**Run 1: the metal 3 layer**

Scale: 2 px per um.
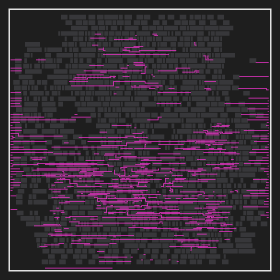
**Run 1: register map, names as in the netlist**

Scale: 3 px per um.
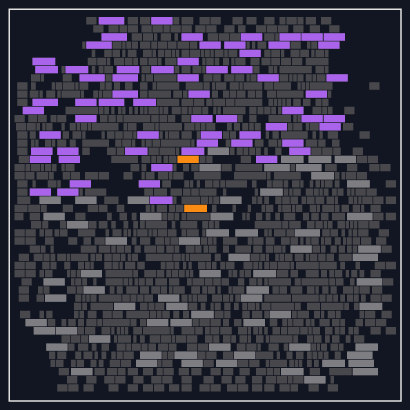
**Run 1: placed standard cells**

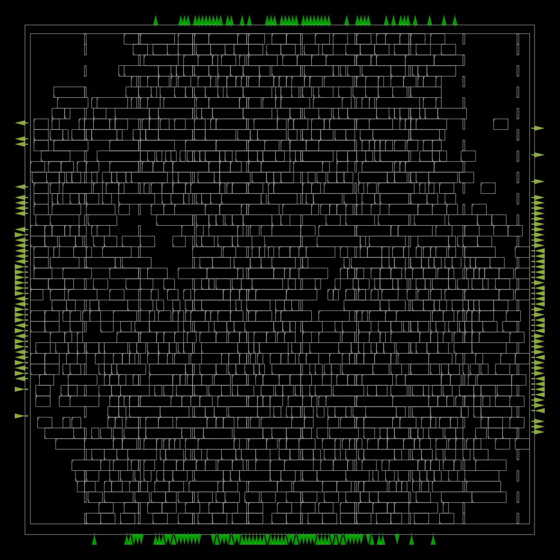
==> config.mk <==
export PLATFORM = sky130hd
export DESIGN_NAME = pc_gen_flat
export DESIGN_NICKNAME = d
export VERILOG_FILES = /design/src/rtl/pc_gen_pkg.sv /design/src/rtl/pc_gen_if.sv /design/src/rtl/pc_gen.sv /design/src/flat_wrapper.sv
export SDC_FILE = /design/constraint.sdc
export NUM_CORES = 1
export LEC_CHECK = 0
export CAP_MARGIN = 20
export CORE_UTILIZATION = 44
export CTS_CLUSTER_SIZE = 16
export DETAILED_ROUTE_END_ITERATION = 16
export GPL_TIMING_DRIVEN = 0
export PLACE_DENSITY = 0.87
export SLEW_MARGIN = 10
export SYNTH_ARGS = -nofsm -noshare
export SYNTH_HDL_FRONTEND = slang
export SYNTH_SLANG_ARGS = --single-unit
==> constraint.sdc <==
create_clock -name clk -period 2.07 [get_ports clk]
set_input_delay 0.414 -clock clk [delete_from_list [all_inputs] [get_ports clk]]
set_output_delay 0.414 -clock clk [all_outputs]
set_load 0.01 [all_outputs]
==> qor.yml, run 1 <==
floorplanning:
  rows: 46
  chipHeight_um: 130.1
  design.core.area_um2: 15940
  chip_area_um2: 16910
  i_o_pin_total: 200
  die_w_um: 130.1
synth:
  synthTopCellsByArea: "sky130_fd_sc_hd__dfxtp_1 (37%), sky130_fd_sc_hd__xor2_1 (6.1%), sky130_fd_sc_hd__nor2_1 (5.8%), sky130_fd_sc_hd__o21ai_0 (4.8%), sky130_fd_sc_hd__nand4_1 (4.4%)"
  synth-seq-area-share_pct: 36.91
  edf_count: 0
  synthSimpleGateAreaFrac_pct: 31.10
  synth_nets: 995
  synth-warning-count: 0
  mux_area_share_pct: 0.4162
  async_reset_ff_share_pct: 0
  post_synthesis_mean_instance_area_um2: 7.808
  yosys-dominant-comb-family: "simple AND/OR/NAND/NOR gates"
  ys_cells: 924
  most_frequent_cells_after_synthesis: "sky130_fd_sc_hd__dfxtp_1 (133), sky130_fd_sc_hd__nor2_1 (112), sky130_fd_sc_hd__nand2_1 (78), sky130_fd_sc_hd__o21ai_0 (69), sky130_fd_sc_hd__nand3_1 (52)"
  synth-adder-area-share_pct: 0.3469
  compound_area_share_pct: 18.73
  synth.most_common_cell: "sky130_fd_sc_hd__dfxtp_1"
  synth.ff_latch_count: 133
flow_run:
  log.warning_count: 29
final_layout:
  leading_cell_types_in_the_layout_fill_and_taps_excluded: "sky130_fd_sc_hd__clkdlybuf4s50_1 (194), sky130_fd_sc_hd__nor2_1 (100), sky130_fd_sc_hd__dfxtp_1 (89), sky130_fd_sc_hd__nand2_1 (72), sky130_fd_sc_hd__buf_4 (72)"
  area_share_clock_buf_inv_pct: 5.344
  layout.non_clock_buffers: 321
  comb-cell-share_pct: 42.90
  post_route_cells_drive_above_1_share_pct: 22.99
  final.clkbuf_count: 17
  ff_count: 133
  fin_nets: 1289
  non_clock_buffer_area_share_pct: 24.99
  final_cell_area_um2: 11590
  mostFrequentLayoutCell: "sky130_fd_sc_hd__clkdlybuf4s50_1"
  instances_no_fill: 1447
  layout.cells.largest_class: "logic gates"
pwr:
  power.clock.total_mw: 3.24
  pwr-share-comb_pct: 11.1
  clock_power_share_pct: 49.3
  combinationalPower_uw: 730
  power_switching_share_pct: 27.17
  power.ir.vdd_worst_uv: 749.0
  switchingPower_mw: 1.788
  pwr-share-seq_pct: 39.6
  internal-power_mw: 4.795
  largestPowerGroup: "the clock network"
clock_tree:
  clk_root_buffer_cell: "sky130_fd_sc_hd__clkbuf_16"
  h_tree_levels: 4
  clock_sinks: 133
  cts_resized: 137
  cts_buffers: 17
  postCtsSetupRepairBufs: 37
  cts_hold_buffers: 0
  clkLatencyLatePin_ns: 0.43
worst_setup_path:
  cp_top_family: "simple AND/OR/NAND/NOR gates"
  ff2ff_path_depth: 5
  path_buffers: 0
  path_max_fanout: 6
  critPathRequiredTime_ns: 2.41
  cp_cell_sequence: "nand4_1, or4_4, or4_4, or3_1, a21oi_1"
  cp_slowest_stage_delay_ns: 0.58
  worst-setup-path-type: "reg -> reg"
  start_kind: "register"
  cp-end-kind: "register"
  rrSetupSlack_ns: -0.22
final_timing:
  timing.hold.ws_ns: 0.4428
  timing.clock.skew_ns: 0.01130
  finalHoldViolations: 0
  setup_violations: 34
  timing.final.crit_period_ns: 2.288
  worst_relative_slew_slack_pct: 46.90
  period_used_pct: 110.5
  final_critical_path_setup_slack_ns: -0.2179
  maxSlewViolCount: 0
  setup_total_negative_slack_ns: -2.943
global_routing:
  gr-total-overflow: 0
  grtUsageMet1_pct: 42.65
  grt_pass1_vias: 8007
  grt_antenna_before_repair: 2
  grt_first_pass_wirelength_um: 43150
  use_met2_pct: 51.50
  gr-max-usage-layer: "met2"
detailed_routing:
  postRouteAntennaNets: 0
  avgRoutedWirePerCell_um: 21.16
  drt_pass_1_iters: 8
  routedLengthMet1_um: 11810
  drc_errors: 0
  dr.first_iter.drc_count: 1284
  route.detailed.vias_per_inst: 6.301
  detailroute.wirelength.met2_um: 14030
place:
  place_ws_ns: -1.168
  final_estimated_routing_congestion_in_global_placement: 0.9545
  port_buffer_count: 199
  detailedPlacementHpwl_um: 19560
  placement.cell_area_um2: 9488
  dp.cells: 1339
min_path:
  holdPathStages: 4
  hp-class: "in -> reg"
status:
  violated_checks: "setup timing"
  outcome: "finished with violations"
Notes on 'the metal 3 layer' above:
longest straight run: 43.7 um
share of all routed wire: 11%
global routing usage on met3: 8.036%
number of vias in the routed layout: 9,117
Final Routed Wirelength: 30,620 um

Notes on 'register map, names as in the netlist' above:
legend:
  u_core.bus.fetch_cnt:
    colour: purple
    sequential_cells: 64
  u_core.state_q:
    colour: orange
    sequential_cells: 2
Flop+latch power: 2.61 mW
register area: 2760 um^2

Notes on 'placed standard cells' above:
register share of the cell area: 23.82%
FILL cells: 1,140
utilization after layout: 72.69%

**Run 1: sizing map**

Scale: 3 px per um.
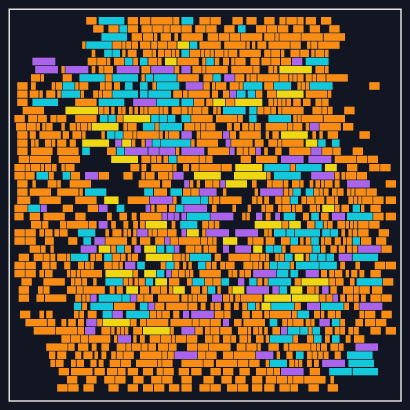

--- run 2 (diff from run 1) ---
--- a/config.mk
+++ b/config.mk
@@ -6,6 +6,7 @@
 export NUM_CORES = 1
 export LEC_CHECK = 0
 export CAP_MARGIN = 20
+export CORE_ASPECT_RATIO = 0.75
 export CORE_UTILIZATION = 44
 export CTS_CLUSTER_SIZE = 16
 export DETAILED_ROUTE_END_ITERATION = 16
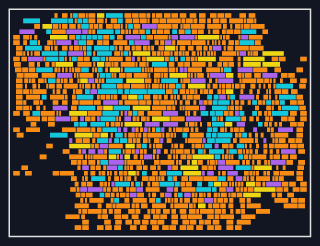
**Above:** run 2 (sizing map).
Scale: 2 px per um.
legend:
  _0 and _1 cells:
    colour: orange
    cells: 953
    most_used: clkdlybuf4s50_1
  _2 cells:
    colour: purple
    cells: 88
    most_used: dfxtp_2
  _6 and larger:
    colour: yellow
    cells: 45
    most_used: clkbuf_16
  _3 and _4 cells:
    colour: cyan
    cells: 143
    most_used: buf_4
area delta synth->final: 60.86%
worst setup margin: -0.1235 ns
number of ordinary and repair buffers in the finished layout: 319

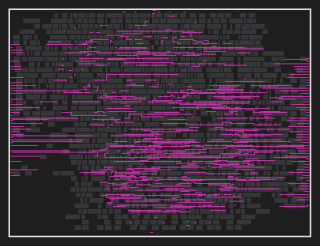
**Above:** run 2 (the metal 3 layer).
Scale: 2 px per um.
nets with wire on the layer: 331
main direction: horizontal
share of all routed wire: 14%
wire length on this layer: 4,510 um
Final Routed Wirelength: 32,260 um
number of vias in the routed layout: 9,394
global routing usage on met3: 9.879%

==> run 2 against run 1 <==
Wire length is 5.4% higher. First-iteration DRC count is 9.6% higher. Setup slack better by 0.094 ns. Flip-flop count stayed put. Hold slack better by 0.022 ns. Critical path type is now in -> reg. Utilization is 0.23 points lower. The run still ends with setup timing left. Combinational power is 4.2% higher.
==> qor.yml, run 2 <==
final_layout:
  layout.cells.largest_class: "logic gates"
  comb-cell-share_pct: 42.37  # -0.52 points
  fill_cells: 1092  # -4.2%
  leading_cell_types_in_the_layout_fill_and_taps_excluded: "sky130_fd_sc_hd__clkdlybuf4s50_1 (197), sky130_fd_sc_hd__nor2_1 (101), sky130_fd_sc_hd__dfxtp_1 (84), sky130_fd_sc_hd__nand2_1 (73), sky130_fd_sc_hd__buf_4 (69)"
  area_share_clock_buf_inv_pct: 5.854  # +0.51 points
  instances_no_fill: 1440  # -0.48%
  multi_input_comb_cells: 726
  fin_nets: 1287  # -0.16%
  gate_area_um2: 4917
  final_core_util_pct: 72.46  # -0.23 points
  non_clock_buffer_area_share_pct: 24.99  # about the same
  final.clkbuf_count: 20  # +3
  final_cell_area_um2: 11600  # +0.14%
  n_antenna_cell: 1
  register_area_um2: 2771  # +0.41%
  mostFrequentLayoutCell: "sky130_fd_sc_hd__clkdlybuf4s50_1"
  seq_area_share_pct: 23.88  # +0.064 points
  post_route_cells_drive_above_1_share_pct: 22.46  # -0.53 points
  inverters_excl_clock: 19
  ff_count: 133  # unchanged
pwr:
  power.ir.vdd_worst_uv: 614.9  # -18%
  combinationalPower_uw: 761  # +4.2%
  pwr_density_cell_nw_per_um2: 596.9
  pwr-share-comb_pct: 11.0  # about the same
  power.clock.total_mw: 3.56  # +9.9%
  totalPowerFinal_mw: 6.927
  internal-power_mw: 5.212  # +8.7%
  pwr-share-seq_pct: 37.7  # -1.9 points
  pg_seq_mw: 2.61  # about the same
  clock_power_share_pct: 51.3  # +2.0 points
  power_switching_share_pct: 24.75  # -2.4 points
  largestPowerGroup: "the clock network"
  switchingPower_mw: 1.715  # -4.1%
  leakagePower_nw: 4.102
synth:
  ys_chip_area_um2: 7214
  compound_area_share_pct: 18.73  # unchanged
  most_frequent_cells_after_synthesis: "sky130_fd_sc_hd__dfxtp_1 (133), sky130_fd_sc_hd__nor2_1 (112), sky130_fd_sc_hd__nand2_1 (78), sky130_fd_sc_hd__o21ai_0 (69), sky130_fd_sc_hd__nand3_1 (52)"
  synth_nets: 995  # unchanged
  netlist-cell-type-count: 65
  synth.ff_latch_count: 133  # unchanged
  synth-warning-count: 0  # unchanged
  synthSimpleGateAreaFrac_pct: 31.10  # unchanged
  synth-adder-area-share_pct: 0.3469  # unchanged
  postSynthCellCount: 924
  largest_area_cell: "sky130_fd_sc_hd__dfxtp_1"
  dominantRegCellSynth: "sky130_fd_sc_hd__dfxtp_1"
  mux_area_share_pct: 0.4162  # unchanged
  synth.most_common_cell: "sky130_fd_sc_hd__dfxtp_1"
  yosys-dominant-comb-family: "simple AND/OR/NAND/NOR gates"
  edf_count: 0  # unchanged
  synthTopCellsByArea: "sky130_fd_sc_hd__dfxtp_1 (37%), sky130_fd_sc_hd__xor2_1 (6.1%), sky130_fd_sc_hd__nor2_1 (5.8%), sky130_fd_sc_hd__o21ai_0 (4.8%), sky130_fd_sc_hd__nand4_1 (4.4%)"
  synth-seq-area-share_pct: 36.91  # unchanged
  syn_area_um2: 7214
  post_synthesis_mean_instance_area_um2: 7.808  # unchanged
  async_reset_ff_share_pct: 0  # unchanged
  ys_cells: 924  # unchanged
  synthDominantCellAreaShare_pct: 36.91
min_path:
  hp-class: "reg -> reg"
  holdPathStages: 1  # -3
final_timing:
  worst_relative_slew_slack_pct: 39.31  # -7.6 points
  finalHoldViolations: 0  # unchanged
  period_used_pct: 106.0  # -4.6 points
  setup_total_negative_slack_ns: -1.458  # +1.485 ns
  timing.clock.skew_ns: 0.01127  # -0.00002140 ns
  timing.hold.ws_ns: 0.4650  # +0.02224 ns
  final_critical_path_setup_slack_ns: -0.1235  # +0.09432 ns
  timing.final.crit_period_ns: 2.194  # -0.09432 ns
  setup_repair_after_global_routing_missed_its_margin: "yes"
  achievable_frequency_mhz: 455.9
  setup_violations: 25  # -26%
  worst_pin_slew_ns: 0.9104
  maxSlewViolCount: 0  # unchanged
worst_setup_path:
  cp_slowest_stage_delay_ns: 0.54  # -0.04 ns
  cp_top_family: "simple AND/OR/NAND/NOR gates"
  path_max_fanout: 10  # +4
  worst-setup-path-type: "in -> reg"
  critPathRequiredTime_ns: 2.43  # +0.02 ns
  rrSetupSlack_ns: -0.11  # +0.11 ns
  path_buffers: 2  # +2
  crit_cells: 7
  arrival_ns: 2.55
  standard_cell_with_the_maximum_stage_delay_on_the_critical_path: "sky130_fd_sc_hd__or4_1"
  ff2ff_path_depth: 8  # +3
  cp_cell_sequence: "clkdlybuf4s50_1, or3b_4, a211oi_2, buf_6, nand2_4, or4_1, nand3_1"
  cp-end-kind: "register"
  start_kind: "primary input"
floorplanning:
  floorplanUtilization_pct: 45.05
  floorplan.tapcells: 210
  design.core.area_um2: 16020  # +0.46%
  chipHeight_um: 112.9  # -13%
  chip_area_um2: 16920  # about the same
  die_w_um: 149.9  # +15%
  rows: 40  # -13%
  i_o_pin_total: 200  # unchanged
detailed_routing:
  detailroute.wirelength.met2_um: 13740  # -2.1%
  drt_pass_1_iters: 7  # -1
  postRouteAntennaNets: 0  # unchanged
  routedLengthMet1_um: 12150  # +2.9%
  avgRoutedWirePerCell_um: 22.40  # +5.9%
  amount_of_wire_on_met3_after_detailed_routing_um: 4510
  drc_errors: 0  # unchanged
  route.detailed.vias_per_inst: 6.524  # +3.5%
  dr.first_iter.drc_count: 1407  # +9.6%
  maxUsedRoutingLayer: "met4"
clock_tree:
  clock_tree_from_tritoncts: "yes"
  cts_resized: 136  # -0.73%
  clkLatencyLatePin_ns: 0.43  # about the same
  ctsLongestPathBuffers: 2
  cts_hold_buffers: 0  # unchanged
  clk_root_buffer_cell: "sky130_fd_sc_hd__clkbuf_16"
  clock_sinks: 133  # unchanged
  h_tree_levels: 4  # unchanged
  postCtsSetupRepairBufs: 34  # -8.1%
  cts_buffers: 17  # unchanged
global_routing:
  grt_first_pass_wirelength_um: 44850  # +4.0%
  grt_antenna_before_repair: 2  # unchanged
  gr-total-overflow: 0  # unchanged
  grt_pass1_vias: 8335  # +4.1%
  use_met2_pct: 50.56  # -0.95 points
  grtUsageMet1_pct: 45.65  # +3.0 points
  gr-max-usage-layer: "met2"
  grt_start_max_net_pins: 17
  grt_util_all_layers_pct: 34.23
place:
  placement.cell_area_um2: 9480  # about the same
  final_estimated_routing_congestion_in_global_placement: 0.9909  # +3.8%
  port_buffer_count: 199  # unchanged
  place_ws_ns: -1.209  # -0.04084 ns
  detailedPlacementHpwl_um: 20010  # +2.3%
  dp.cells: 1333  # -0.45%
flow_run:
  cap_violations: 0
  log.warning_count: 29  # unchanged
status:
  violated_checks: "setup timing"
  outcome: "finished with violations"
Power is estimated from default activity; no workload was simulated.
